==> config.mk <==
export PLATFORM = sky130hd
export DESIGN_NAME = pixel_averager
export DESIGN_NICKNAME = d
export VERILOG_FILES = /design/src/rtl/mlp_pkg.sv /design/src/rtl/line_sum_buffer.sv /design/src/rtl/pixel_averager.sv
export SDC_FILE = /design/constraint.sdc
export NUM_CORES = 2
export LEC_CHECK = 0
export CAP_MARGIN = 20
export CORE_AREA = 2 2 615 617
export DETAILED_ROUTE_END_ITERATION = 10
export DIE_AREA = 0 0 617 619
export GPL_ROUTABILITY_DRIVEN = 1
export PLACE_DENSITY = 0.45
export SLEW_MARGIN = 25
export SYNTH_ARGS = -nofsm -noshare
export SYNTH_HDL_FRONTEND = slang
export SYNTH_SLANG_ARGS = --single-unit
export TNS_END_PERCENT = 30
==> constraint.sdc <==
create_clock -name clk -period 15 [get_ports clk]
set_input_delay 1.5 -clock clk [delete_from_list [all_inputs] [get_ports clk]]
set_output_delay 1.5 -clock clk [all_outputs]
set_load 0.005 [all_outputs]
==> src/rtl/mlp_pkg.sv <==
// Shared constants, state type and element-index helper for the pixel averager.
// Optional macro: PIXEL_AVERAGER_ROUND_EN selects round-and-saturate output conversion.
package mlp_pkg;

    localparam int RESOLUTION    = 8;
    localparam int IMG_W         = 28;
    localparam int IMG_H         = 28;
    localparam int AVG_PIXELS_NR = (IMG_W / 2) * (IMG_H / 2);

    typedef enum logic [0:0] {
        ACCUM = 1'b0,
        HOLD  = 1'b1
    } avg_state_e;

    // Packed-output element owning pixel (row, col): one element per 2x2 block
    function automatic int avg_elem_index(input int row, input int col, input int img_w);
        return (row / 2) * (img_w / 2) + (col / 2);
    endfunction

endpackage

==> src/rtl/line_sum_buffer.sv <==
// Horizontal pair sums for even rows, held in a half-width line buffer and
// combined with the odd-row pair sum to give the 2x2 block sum.
module line_sum_buffer #(
    parameter int IMG_W      = 28,
    parameter int RESOLUTION = 8
) (
    input  logic                    clk,
    input  logic                    reset,
    input  logic                    xfer,
    input  logic [$clog2(IMG_W)-1:0] col,
    input  logic                    row_odd,
    input  logic [RESOLUTION-1:0]   pixel,
    output logic                    sum_valid,
    output logic [RESOLUTION+1:0]   sum4
);
    import mlp_pkg::*;

    localparam int ENTRIES = IMG_W / 2;
    localparam int COL_W   = $clog2(IMG_W);
    localparam int IDX_W   = $clog2(ENTRIES);
    localparam int PAIR_W  = RESOLUTION + 1;
    localparam int SUM_W   = RESOLUTION + 2;

    logic [RESOLUTION-1:0] even_pix_q, even_pix_d;
    logic [PAIR_W-1:0]     line_q [ENTRIES];
    logic [PAIR_W-1:0]     line_d [ENTRIES];
    logic [PAIR_W-1:0]     pair_s;
    logic [IDX_W-1:0]      idx_s;

    // Pair-sum formation, line-buffer update and 2x2 sum output
    always_comb begin
        even_pix_d = even_pix_q;
        line_d     = line_q;
        idx_s      = IDX_W'(col[COL_W-1:1]);
        pair_s     = PAIR_W'(even_pix_q) + PAIR_W'(pixel);
        sum4       = SUM_W'(line_q[idx_s]) + SUM_W'(pair_s);
        sum_valid  = xfer & col[0] & row_odd;
        if (xfer && !col[0]) begin
            even_pix_d = pixel;
        end else if (xfer && col[0] && !row_odd) begin
            line_d[idx_s] = pair_s;
        end else begin
            even_pix_d = even_pix_q;
        end
    end

    // Even-pixel holding register and line buffer storage
    always_ff @(posedge clk or negedge reset) begin
        if (!reset) begin
            even_pix_q <= {RESOLUTION{1'b0}};
            for (int i = 0; i < ENTRIES; i++) begin
                line_q[i] <= {PAIR_W{1'b0}};
            end
        end else begin
            even_pix_q <= even_pix_d;
            line_q     <= line_d;
        end
    end

endmodule

==> src/rtl/pixel_averager.sv <==
// 2x2 box-average downscaler: raster pixels in, one packed frame of block averages out,
// held until acknowledged. Define PIXEL_AVERAGER_ROUND_EN for round-and-saturate output.
module pixel_averager #(
    parameter int IMG_W      = mlp_pkg::IMG_W,
    parameter int IMG_H      = mlp_pkg::IMG_H,
    parameter int RESOLUTION = mlp_pkg::RESOLUTION
) (
    input  logic                                        clk,
    input  logic                                        reset,
    input  logic [RESOLUTION-1:0]                       pixel_in,
    input  logic                                        pixel_valid,
    input  logic                                        pixel_sof,
    output logic                                        pixel_ready,
    output logic [RESOLUTION*(IMG_W/2)*(IMG_H/2)-1:0]   averaged_pixels,
    output logic                                        frame_valid,
    input  logic                                        frame_ack,
    output logic                                        frame_error
);
    import mlp_pkg::*;

    localparam int ELEMS  = (IMG_W / 2) * (IMG_H / 2);
    localparam int VEC_W  = RESOLUTION * ELEMS;
    localparam int COL_W  = $clog2(IMG_W);
    localparam int ROW_W  = $clog2(IMG_H);
    localparam int ELEM_W = $clog2(ELEMS);
    localparam int SUM_W  = RESOLUTION + 2;
    localparam logic [COL_W-1:0]      COL_LAST = COL_W'(IMG_W - 1);
    localparam logic [ROW_W-1:0]      ROW_LAST = ROW_W'(IMG_H - 1);
    localparam logic [COL_W-1:0]      COL_ONE  = {{(COL_W-1){1'b0}}, 1'b1};
    localparam logic [ROW_W-1:0]      ROW_ONE  = {{(ROW_W-1){1'b0}}, 1'b1};
    localparam logic [RESOLUTION-1:0] OUT_MAX  = {1'b0, {(RESOLUTION-1){1'b1}}};

    avg_state_e            state_q, state_d;
    logic [COL_W-1:0]      col_q, col_d, eff_col_s;
    logic [ROW_W-1:0]      row_q, row_d, eff_row_s;
    logic [VEC_W-1:0]      avg_q, avg_d;
    logic                  frame_valid_q, frame_valid_d;
    logic                  frame_error_q, frame_error_d;
    logic                  pixel_ready_q, pixel_ready_d;
    logic                  xfer_s, sum_valid_s;
    logic [SUM_W-1:0]      sum4_s;
    logic [RESOLUTION-1:0] conv_s;
    logic [ELEM_W-1:0]     elem_idx_s;
`ifdef PIXEL_AVERAGER_ROUND_EN
    logic [SUM_W:0]        rounded_s;
`endif

    line_sum_buffer #(
        .IMG_W      (IMG_W),
        .RESOLUTION (RESOLUTION)
    ) u_line_sum_buffer (
        .clk       (clk),
        .reset     (reset),
        .xfer      (xfer_s),
        .col       (eff_col_s),
        .row_odd   (eff_row_s[0]),
        .pixel     (pixel_in),
        .sum_valid (sum_valid_s),
        .sum4      (sum4_s)
    );

    // Transfer qualification; a start-of-frame pixel is always treated as (0,0)
    always_comb begin
        xfer_s = pixel_valid & pixel_ready_q;
        if (pixel_sof) begin
            eff_col_s = {COL_W{1'b0}};
            eff_row_s = {ROW_W{1'b0}};
        end else begin
            eff_col_s = col_q;
            eff_row_s = row_q;
        end
        elem_idx_s = ELEM_W'(avg_elem_index(int'(eff_row_s), int'(eff_col_s), IMG_W));
    end

    // 2x2 sum to output element conversion
    always_comb begin
`ifdef PIXEL_AVERAGER_ROUND_EN
        rounded_s = ((SUM_W + 1)'(sum4_s) + (SUM_W + 1)'(3'd4)) >> 2'd3;
        if (rounded_s > (SUM_W + 1)'(OUT_MAX)) begin
            conv_s = OUT_MAX;
        end else begin
            conv_s = RESOLUTION'(rounded_s);
        end
`else
        conv_s = RESOLUTION'(sum4_s >> 2'd3);
`endif
    end

    // Frame FSM, raster counters, output element writes and error flag
    always_comb begin
        state_d       = state_q;
        col_d         = col_q;
        row_d         = row_q;
        avg_d         = avg_q;
        frame_valid_d = frame_valid_q;
        frame_error_d = frame_error_q;
        case (state_q)
            ACCUM: begin
                if (xfer_s) begin
                    if (pixel_sof && ((col_q != {COL_W{1'b0}}) || (row_q != {ROW_W{1'b0}}))) begin
                        frame_error_d = 1'b1;
                    end else begin
                        frame_error_d = frame_error_q;
                    end
                    if (sum_valid_s) begin
                        avg_d[int'(elem_idx_s) * RESOLUTION +: RESOLUTION] = conv_s;
                    end else begin
                        avg_d = avg_q;
                    end
                    if (eff_col_s == COL_LAST) begin
                        col_d = {COL_W{1'b0}};
                        if (eff_row_s == ROW_LAST) begin
                            row_d         = {ROW_W{1'b0}};
                            state_d       = HOLD;
                            frame_valid_d = 1'b1;
                        end else begin
                            row_d = eff_row_s + ROW_ONE;
                        end
                    end else begin
                        col_d = eff_col_s + COL_ONE;
                        row_d = eff_row_s;
                    end
                end else begin
                    state_d = ACCUM;
                end
            end
            HOLD: begin
                if (frame_ack) begin
                    state_d       = ACCUM;
                    frame_valid_d = 1'b0;
                    col_d         = {COL_W{1'b0}};
                    row_d         = {ROW_W{1'b0}};
                end else begin
                    state_d = HOLD;
                end
            end
            default: begin
                state_d = ACCUM;
            end
        endcase
        pixel_ready_d = (state_d == ACCUM);
    end

    // State and output registers
    always_ff @(posedge clk or negedge reset) begin
        if (!reset) begin
            state_q       <= ACCUM;
            col_q         <= {COL_W{1'b0}};
            row_q         <= {ROW_W{1'b0}};
            avg_q         <= {VEC_W{1'b0}};
            frame_valid_q <= 1'b0;
            frame_error_q <= 1'b0;
            pixel_ready_q <= 1'b1;
        end else begin
            state_q       <= state_d;
            col_q         <= col_d;
            row_q         <= row_d;
            avg_q         <= avg_d;
            frame_valid_q <= frame_valid_d;
            frame_error_q <= frame_error_d;
            pixel_ready_q <= pixel_ready_d;
        end
    end

    assign pixel_ready     = pixel_ready_q;
    assign averaged_pixels = avg_q;
    assign frame_valid     = frame_valid_q;
    assign frame_error     = frame_error_q;

endmodule
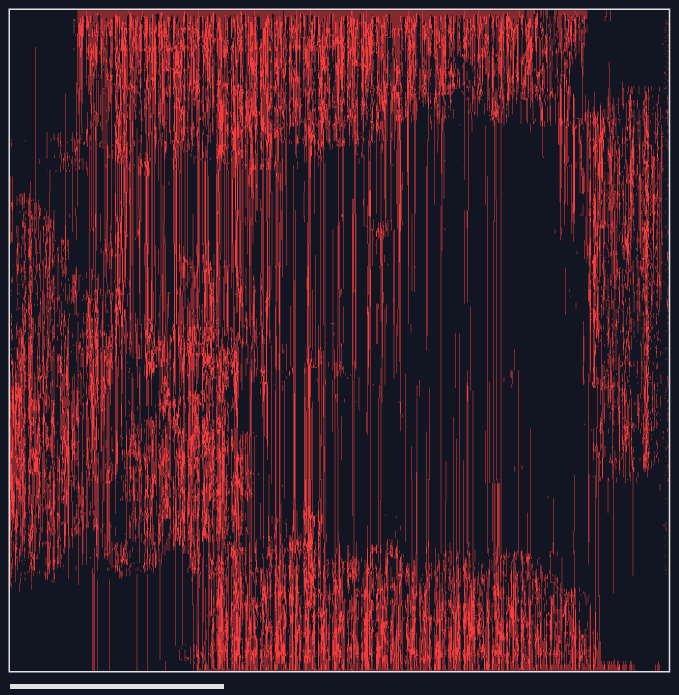
(the metal 2 layer)
Scale bar: 200 microns.
The longest straight run is 473 microns. The layer holds 51% of the routed length. 6,242 nets have wire on it. The wires run mostly vertical.

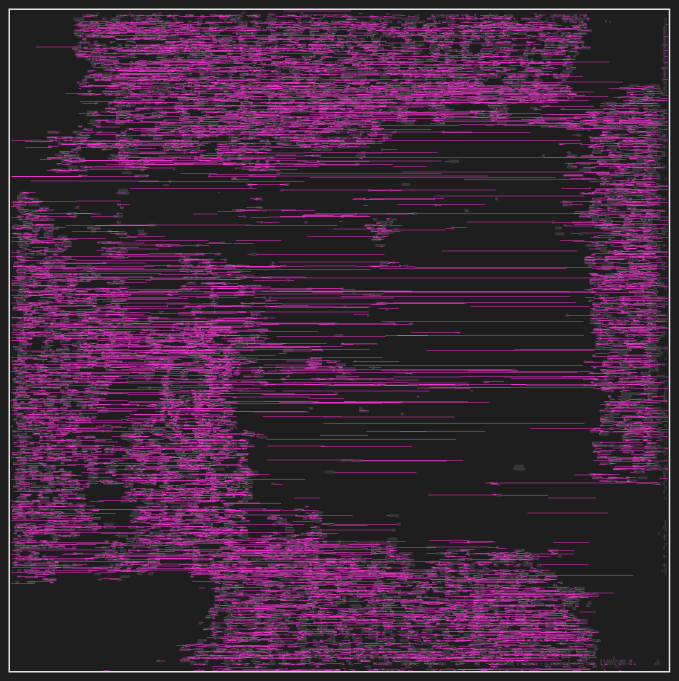
(signal wires on met1)
Cells faint in the background.
The wires run mostly horizontal. The layer carries 142 mm of wire.

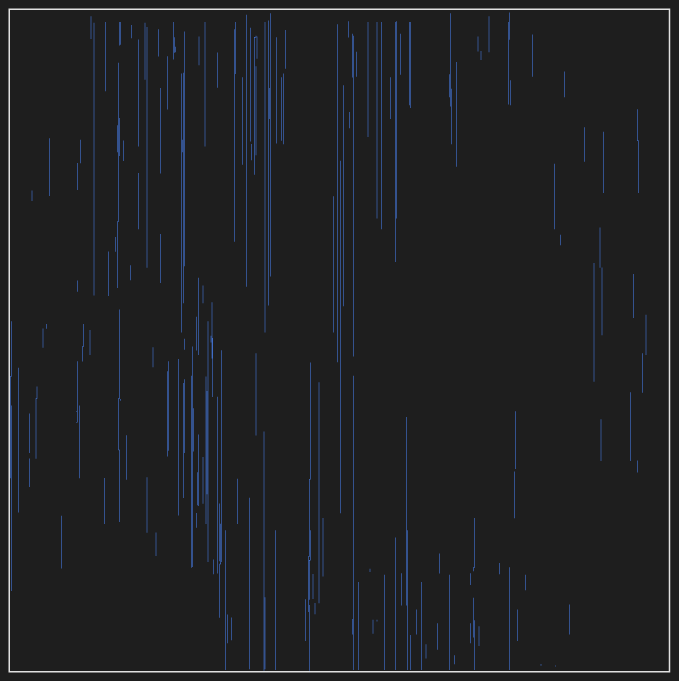
(the metal 4 layer)
The wires run mostly vertical. The longest straight run is 330 microns.

==> CHANGELOG.md <==
### Metrics

* Setup-violating endpoint count in the final report at 0
* Final WL at 372 mm
* Syn Area/Cell at between 10 and 15 sq um
* DIE AREA at roughly 0.38 sq mm
* Non-Clock Inverter Count at about 180
* Most numerous logic cells after layout: dfrtp_1 (1,518), clkdlybuf4s50_1 (1,386), nand2_1 (707)
* Top cells by count: dfrtp_1 (1,519), nand2_1 (710), mux2_2 (688)
* Pre-CTS setup slack at roughly 5600 ps
* Share of layout cells above drive strength 1 at 0.196
* Grt ovf at 0
* ANT nets after route at 0
* CP Class: in2reg
* Max reg flops at 1,372
* Top-area cell share at 0.579
* Simple share at 0.112
* Comb power frac at 0.252
* WHS at 471 ps
* Crit path DAT at slightly above 9000 ps
* Worst Setup End Kind: flop
* FF-to-FF Start: row_q[2]
* Reg area at roughly 0.038 sq mm
* Seq/total area at 0.413
* Overall power at about 12 mW
* Fin nets at ~7,000
* R2r setup slk at approximately 7500 ps
* Row count at roughly 230
* Root Buffer: clkbuf_16
* Outcome: completed
* CP Buf/Inv Count at 7
* Yosys cell types at 97
* Dpl hpwl at between 200 and 300 mm
* Setup TNS at 0 ps
* Number of OpenROAD warnings at 68
* Mux cell area share after synthesis at 0.147
* Commonest flop: dfrtp_1
* Comb_multi_in at 3,522
* Clock-cell share at 0.0688
* CTS tree: yes
* Non-clk buf share at 0.170
* Leakage at about 40 nW
* Total track usage at 0.188
* HP Class: reg2reg
* Final period util at 0.569
* Cell repeated most along the worst path: buf_4
* Combinational cell power at roughly 3 mW
* DR top layer: met5
* Gate Area at roughly 0.025 sq mm
* Sw frac at 0.385
* CTS Buffer Depth at 4
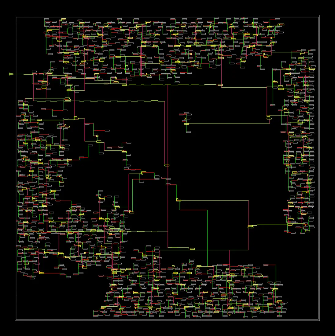
(clock routing)
Sink Count: 1,520
Clock Power: 4.75 mW
Seq Cell Count: 1,520
clk_lat worst skew: 880 ps
Clock Skew: 54.9 ps

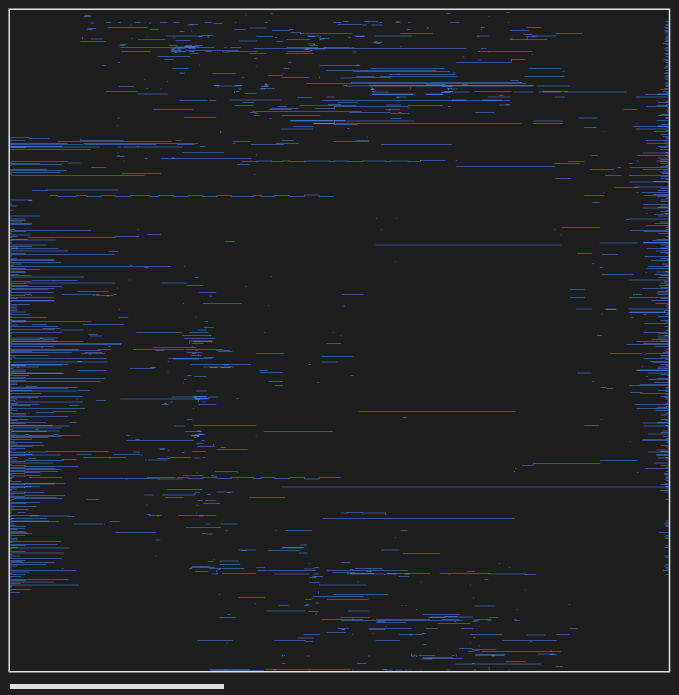
(metal 3)
Scale bar: 200 microns.
The longest straight run is 361 microns. 1,020 nets have wire on it.

Power figures rest on the tool's default switching activity, not on a simulated workload.
